===== src/rtl/spi_master_burst_sequencer.sv =====
// Streaming valid/ready front end for SPI_FPGA_MASTER: TX FIFO -> one master
// transaction per packet -> RX FIFO, with RX space reservation and a stuck-transaction timeout.
module spi_master_burst_sequencer #(
    parameter int PACK_LENGTH    = 8,
    parameter int FIFO_DEPTH     = 4,
    parameter int TIMEOUT_CYCLES = 1024
) (
    input  logic                   IN_CLOCK,
    input  logic                   IN_RESET_N,
    input  logic [PACK_LENGTH-1:0] IN_TX_DATA,
    input  logic                   IN_TX_VALID,
    output logic                   OUT_TX_READY,
    output logic [PACK_LENGTH-1:0] OUT_RX_DATA,
    output logic                   OUT_RX_VALID,
    input  logic                   IN_RX_READY,
    output logic [PACK_LENGTH-1:0] OUT_MASTER_DATA,
    output logic                   OUT_MASTER_LAUNCH,
    input  logic                   IN_MASTER_CS,
    input  logic [PACK_LENGTH-1:0] IN_MASTER_RECEIVE_DATA,
    input  logic                   IN_MASTER_ACTION_DONE,
    input  logic                   IN_CLEAR_TIMEOUT,
    output logic                   OUT_BUSY,
    output logic                   OUT_TIMEOUT
);
    localparam int AW = $clog2(FIFO_DEPTH);
    localparam int TW = $clog2(TIMEOUT_CYCLES) + 1;
    localparam logic [TW-1:0] TIMER_LAST = TW'(TIMEOUT_CYCLES - 1);
    localparam logic [TW-1:0] TIMER_MAX  = '1;

    typedef enum logic [2:0] {
        S_IDLE,
        S_LAUNCH,
        S_ACTIVE,
        S_CAPTURE,
        S_RELEASE
    } state_t;

    state_t state, state_nxt;

    logic [PACK_LENGTH-1:0] tx_mem [FIFO_DEPTH];
    logic [PACK_LENGTH-1:0] rx_mem [FIFO_DEPTH];
    logic [AW:0]            tx_wr_ptr, tx_rd_ptr, rx_wr_ptr, rx_rd_ptr;
    logic                   tx_full, tx_empty, tx_push, tx_pop;
    logic                   rx_full, rx_empty, rx_push, rx_pop;
    logic                   cs_q, done_q, cs_fall, done_rise;
    logic [TW-1:0]          timer;
    logic                   timer_clr, timer_expired, timeout_set, start_ok;

    assign tx_full  = (tx_wr_ptr[AW] != tx_rd_ptr[AW]) && (tx_wr_ptr[AW-1:0] == tx_rd_ptr[AW-1:0]);
    assign tx_empty = (tx_wr_ptr == tx_rd_ptr);
    assign rx_full  = (rx_wr_ptr[AW] != rx_rd_ptr[AW]) && (rx_wr_ptr[AW-1:0] == rx_rd_ptr[AW-1:0]);
    assign rx_empty = (rx_wr_ptr == rx_rd_ptr);

    assign tx_push = IN_TX_VALID && !tx_full;
    assign rx_pop  = !rx_empty && IN_RX_READY;

    assign OUT_TX_READY = !tx_full;
    assign OUT_RX_VALID = !rx_empty;
    assign OUT_RX_DATA  = rx_empty ? '0 : rx_mem[rx_rd_ptr[AW-1:0]];

    assign cs_fall       = cs_q && !IN_MASTER_CS;
    assign done_rise     = !done_q && IN_MASTER_ACTION_DONE;
    assign timer_expired = (timer == TIMER_LAST);

    // Only one transaction is ever in flight and none is pending while IDLE,
    // so a free RX slot at launch time is exactly the space reservation.
    assign start_ok = !tx_empty && !rx_full && IN_MASTER_CS;

    // NOTE: FIFO storage has no reset; pointers define validity, and the RX head is masked to 0 when empty.
    always_ff @(posedge IN_CLOCK) begin
        if (tx_push) tx_mem[tx_wr_ptr[AW-1:0]] <= IN_TX_DATA;
        if (rx_push) rx_mem[rx_wr_ptr[AW-1:0]] <= IN_MASTER_RECEIVE_DATA;
    end

    // NOTE: all state uses non-blocking assignments so every register samples pre-edge values.
    always_ff @(posedge IN_CLOCK or negedge IN_RESET_N) begin
        if (!IN_RESET_N) begin
            tx_wr_ptr       <= '0;
            tx_rd_ptr       <= '0;
            rx_wr_ptr       <= '0;
            rx_rd_ptr       <= '0;
            cs_q            <= 1'b1;
            done_q          <= 1'b0;
            timer           <= '0;
            OUT_MASTER_DATA <= '0;
            OUT_TIMEOUT     <= 1'b0;
            state           <= S_IDLE;
        end else begin
            if (tx_push) tx_wr_ptr <= tx_wr_ptr + (AW+1)'(1);
            if (tx_pop)  tx_rd_ptr <= tx_rd_ptr + (AW+1)'(1);
            if (rx_push) rx_wr_ptr <= rx_wr_ptr + (AW+1)'(1);
            if (rx_pop)  rx_rd_ptr <= rx_rd_ptr + (AW+1)'(1);
            cs_q   <= IN_MASTER_CS;
            done_q <= IN_MASTER_ACTION_DONE;
            if (timer_clr)              timer <= '0;
            else if (timer != TIMER_MAX) timer <= timer + TW'(1);
            if (tx_pop) OUT_MASTER_DATA <= tx_mem[tx_rd_ptr[AW-1:0]];
            if (timeout_set)           OUT_TIMEOUT <= 1'b1;
            else if (IN_CLEAR_TIMEOUT) OUT_TIMEOUT <= 1'b0;
            state <= state_nxt;
        end
    end

    // NOTE: every combinational output gets a default first so no path can infer a latch.
    always_comb begin
        state_nxt   = state;
        tx_pop      = 1'b0;
        rx_push     = 1'b0;
        timer_clr   = 1'b0;
        timeout_set = 1'b0;
        case (state)
            S_IDLE: begin
                if (start_ok) begin
                    tx_pop    = 1'b1;
                    timer_clr = 1'b1;
                    state_nxt = S_LAUNCH;
                end
            end
            S_LAUNCH: begin
                if (cs_fall) begin
                    timer_clr = 1'b1;
                    state_nxt = S_ACTIVE;
                end else if (timer_expired) begin
                    timeout_set = 1'b1;
                    state_nxt   = S_IDLE;
                end
            end
            S_ACTIVE: begin
                if (done_rise) begin
                    state_nxt = S_CAPTURE;
                end else if (timer_expired) begin
                    timeout_set = 1'b1;
                    state_nxt   = S_RELEASE;
                end
            end
            S_CAPTURE: begin
                rx_push   = 1'b1;
                state_nxt = S_RELEASE;
            end
            S_RELEASE: begin
                if (IN_MASTER_CS && !IN_MASTER_ACTION_DONE) state_nxt = S_IDLE;
            end
            default: state_nxt = S_IDLE;
        endcase
    end

    // Decoded from the async-reset state so launch drops the moment reset asserts.
    assign OUT_MASTER_LAUNCH = (state == S_LAUNCH);
    assign OUT_BUSY          = (state != S_IDLE);

endmodule


===== config.mk =====
export PLATFORM = sky130hd
export DESIGN_NAME = spi_master_burst_sequencer
export DESIGN_NICKNAME = d
export VERILOG_FILES = /design/src/rtl/spi_master_burst_sequencer.sv
export SDC_FILE = /design/constraint.sdc
export NUM_CORES = 1
export LEC_CHECK = 0
export CAP_MARGIN = 20
export CELL_PAD_IN_SITES_DETAIL_PLACEMENT = 1
export CELL_PAD_IN_SITES_GLOBAL_PLACEMENT = 1
export CORE_MARGIN = 2
export CORE_UTILIZATION = 54
export CTS_BUF_LIST = sky130_fd_sc_hd__clkbuf_2
export DETAILED_ROUTE_END_ITERATION = 10
export PLACE_DENSITY_LB_ADDON = 0.3
export SETUP_SLACK_MARGIN = 0.15
export SLEW_MARGIN = 30
export SYNTH_ARGS = -nofsm -noshare
export SYNTH_HDL_FRONTEND = slang
export SYNTH_SLANG_ARGS = --single-unit

===== constraint.sdc =====
create_clock -name IN_CLOCK -period 4.1 [get_ports IN_CLOCK]
set_clock_uncertainty 0.2 [all_clocks]
set_input_delay 1.025 -clock IN_CLOCK [delete_from_list [all_inputs] [get_ports IN_CLOCK]]
set_output_delay 1.025 -clock IN_CLOCK [all_outputs]
set_load 0.02 [all_outputs]

Fig. 1: run 1, a small window of the routed layout
Window x 27 to 67, y 27 to 67 um. Cells in gray, sequential cells in the stronger gray; small squares are vias.
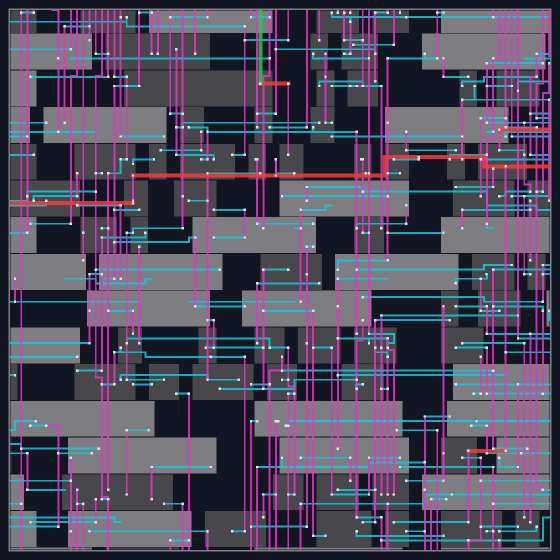
| layer | color |
|---|---|
| metal 2 | magenta |
| metal 4 | green |
| metal 3 | red |
| metal 1 | cyan |
netlist names of flops here include: `OUT_MASTER_DATA` (3), `rx_mem` (3), `rx_rd_ptr` (3)
sequential cells in the window: 23
most frequent: dfrtp_1 (15), ha_1 (7), xnor2_1 (6)
cells with their middle in the window: 80

Fig. 2: run 1, pin map
Drawn at 4 px/um. Pins as bars across the die edge, other pins in gray.
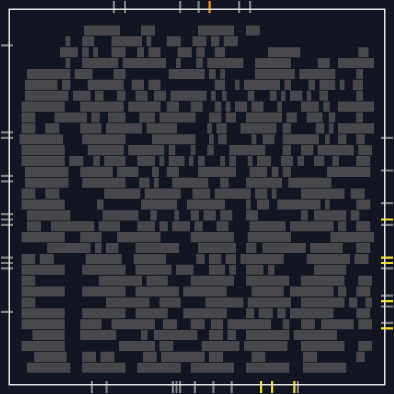
| port | color | pins | direction | edge |
|---|---|---|---|---|
| `OUT_RX_DATA` | yellow | 8 | output | 5 east, 3 south |
| `IN_MASTER_ACTION_DONE` | orange | 1 | input | north |
overall die width: 93.5 um
count of buffers from port buffering: 43
Die Height: 93.5 um

Fig. 3: run 1, metal 2
Drawn at 4 px/um. Cells faint in the background.
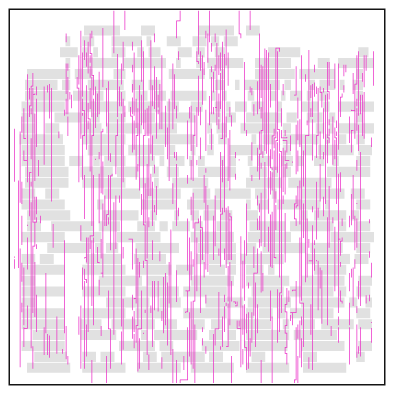
wire length on this layer: 4770 um
main direction: vertical
nets with wire on the layer: 312
longest straight run: 61.2 um

==> run summary, run 1 <==
Implementation summary

The floorplan net count is ~300. The mapped cell area is ~4300 um^2. Across the run, the number of max-cap violations was 0.

Summed over all cells, the static leakage comes to 1.86 nW. The tally of filler cells in the layout is roughly 710. The arrival time at the worst endpoint is 2.49 ns. The worst supply voltage drop on vdd is approximately 0.36 mV. The proportion of final cell area spent on non-clock buffers is 9.43%. After synthesis, the mean cell area works out to 16.4 um^2. The final core utilization is about 64%.

The sequential portion of the cell area is between 50% and 60%. During I/O placement, the number of pins put on the boundary was 44. Per the placement report, the placed cell count is 400. For reference, the critical path is captured by OUT_RX_DATA[4].

Per the CTS log, the maximum H-tree level is 3. Setup repair after global routing left no endpoint under its margin. Summing all non-filler instances in the final layout gives an area of between 4000 and 5000 um^2.

For the final routed database, the setup TNS stands at 0 ns. The library cell used most frequently in the layout, excluding fill and tap cells, is edfxtp_1. The signal on the critical path passes through mux4_2 -> and2_1 -> clkdlybuf4s50_1. Max fanout on the critical path was recorded as 11. Looking at the group totals, the largest power group turns out to be sequential cells. The final critical path takes up approximately 91% of the cycle. The cell chosen for the clock root is clkbuf_2.

Per the layout report, the design carries 11 non-clock inverters. Of the total power, combinational logic draws 43.0%. For reference, the clock transition at the flip-flops on the worst setup and hold paths is around 0.26 ns. The switching share of total power is 36.4%. The run finished with clean final reports.

The total net switching power is roughly 1.3 mW. After detailed routing, the number of remaining DRC violations is 0. The Yosys warning count is 0. The most common cell in the netlist is edfxtp_1. The number of enable-type register cells in the synthesized netlist is roughly 64. The count of cells in the finished layout, fillers not included, comes to roughly 420. The largest single stage delay on the critical path is around 0.65 ns. The path depth of the worst reg2reg path is 4. Per the layout area report, the combinational fraction of cell area is a little over a quarter. Looking at the critical path, the single cell with the biggest stage delay is dfrtp_2. The final-report hold violation count is 0. Dividing total power by cell area gives a power density of just over 700 nW/um^2.

The top cell type by total area after synthesis is edfxtp_1. The clock buffer count in the final layout is 10. The post-synthesis register bit count is 101.

The half-perimeter wire length of the detailed placement result is between 5000 and 6000 um. Note that the worst hold path type here is primary input to asynchronous set/reset pin.
run 1: cells by family (layout without fill, tap and decap cells):
kind of cell | Yosys count | after routing | synth area share, %
adder cells (fa/ha/maj) | 11 | 11 | 3.18
AND/OR/NAND/NOR | 61 | 61 | 8.16
AND-OR/OR-AND | 24 | 24 | 4.25
flip-flops | 101 | 101 | 65.8
buffers and inverters | 21 | 72 | 2.69
multiplexers | 27 | 27 | 12.0
XOR/XNOR | 19 | 19 | 3.85
run 1: worst max-delay path: cells and delay by family, from the launching register on:
family | cells | cell delay (ns)
buf+inv | 1 | 0.53
flops | 1 | 0.65
simple gates | 1 | 0.18
mux | 1 | 0.60
run 1: what timing repair did:
item                                    CTS  global route
endpoints found under the setup margin    0             9
resized                                   0             2
setup buffers                             0             1
endpoints found under the hold margin     0             0
==> run 2, diff against run 1 <==
--- a/config.mk
+++ b/config.mk
@@ -12,6 +12,7 @@
 export CORE_UTILIZATION = 54
 export CTS_BUF_LIST = sky130_fd_sc_hd__clkbuf_2
 export DETAILED_ROUTE_END_ITERATION = 10
+export GPL_TIMING_DRIVEN = 1
 export PLACE_DENSITY_LB_ADDON = 0.3
 export SETUP_SLACK_MARGIN = 0.15
 export SLEW_MARGIN = 30
Fig. 4: run 2, placed standard cells
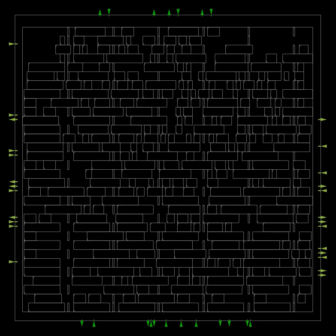
tap cell count: 102
area of the core region: 7730 um^2
Cell Count, Final, Fillers Out: 417
Seq cells: 101

Fig. 5: run 2, metal 2
Drawn at 4 px/um. Cells faint in the background.
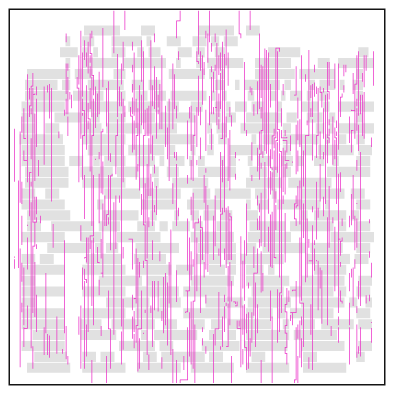
share of all routed wire: 56%
wire length on this layer: 4770 um
nets with wire on the layer: 312
longest straight run: 61.2 um

==> run 2 against run 1 <==
Net effect: critical path depth is the same; cell area is the same; global-route usage is the same; synthesized area is the same; combinational power is essentially flat; non-clock buffer count is the same; maximum frequency is the same; clock power is essentially flat; worst hold slack is the same; routed wire length is the same; critical path type unchanged; critical endpoint unchanged.
==> run summary, run 2 <==
Implementation summary

Before any placement, the netlist area is recorded as approximately 4300 um^2. The detailed placer reported the number of placed instances as approximately 400. The synthesis report lists the Yosys warning total as 0. The run finished with clean final reports. Setup repair after global routing left no endpoint under its margin. The longest individual stage delay on the worst path is 0.65 ns. Adding up every negative setup slack in the final design gives 0 ns.

The tally of filler cells in the layout is between 700 and 800. The timing report shows that the slowest cell on the worst path is dfrtp_2. After layout, the worst path uses roughly nine tenths of the clock period. The synthesis stat section lists a flop and latch total of slightly above 100. edfxtp_1 takes more of the synthesized area than any other cell. The report lists the cells along the critical path as mux4_2 -> and2_1 -> clkdlybuf4s50_1.

The simple-gate share of the synthesized area is a little over 8%. In this run the tool buffered the top-level ports with about 43 buffer cells. The root buffer cell chosen for the clock tree is clkbuf_2. The final core utilization is about 64%. Per the cell usage report, the commonest logic cell in the layout is edfxtp_1.

Checking hold timing, the worst path is listed with class primary input to asynchronous set/reset pin. On the reported timing paths, the clock transition at the registers reads ~0.26 ns. The post-cts sizing count is 0. The worst supply voltage drop on vdd is approximately 0.36 mV.

The floorplan step set the die width to about 94 um. Of the total synthesized cell area, the portion taken by XOR and XNOR cells is ~3.8%. After Yosys synthesis, full adders, half adders and majority gates account for roughly 3.2% of the synthesized area.

The final non-filler cell area is 4960 um^2. The script reports the combined buffer and inverter count of the critical path as 1.
==> run 2: cell counts after synthesis <==
No cell type changed its count.
==> run 2: cell type report <==
cell class / instances / area share (%)
Sequential cell: 101 / 57.5
Multi-Input combinational cell: 142 / 27.4
Timing Repair Buffer: 46 / 9.43
Tap cell: 102 / 2.57
Clock inverter: 5 / 1.24
Clock buffer: 10 / 1.01
Inverter: 11 / 0.832
==> run 2: final timing paths <==
check,start,endpoint,cells after the start
min in group IN_CLOCK,rx_wr_ptr[2],rx_wr_ptr[2],1
setup / recovery,rx_rd_ptr[0],OUT_RX_DATA[4],3
setup reg to reg,tx_rd_ptr[1],timer[2],4
max in group asynchronous,IN_RESET_N,cs_q,2
hold reg to reg,rx_wr_ptr[2],rx_wr_ptr[2],1
hold / removal,IN_RESET_N,state[0],1
Power is estimated from default activity; no workload was simulated.
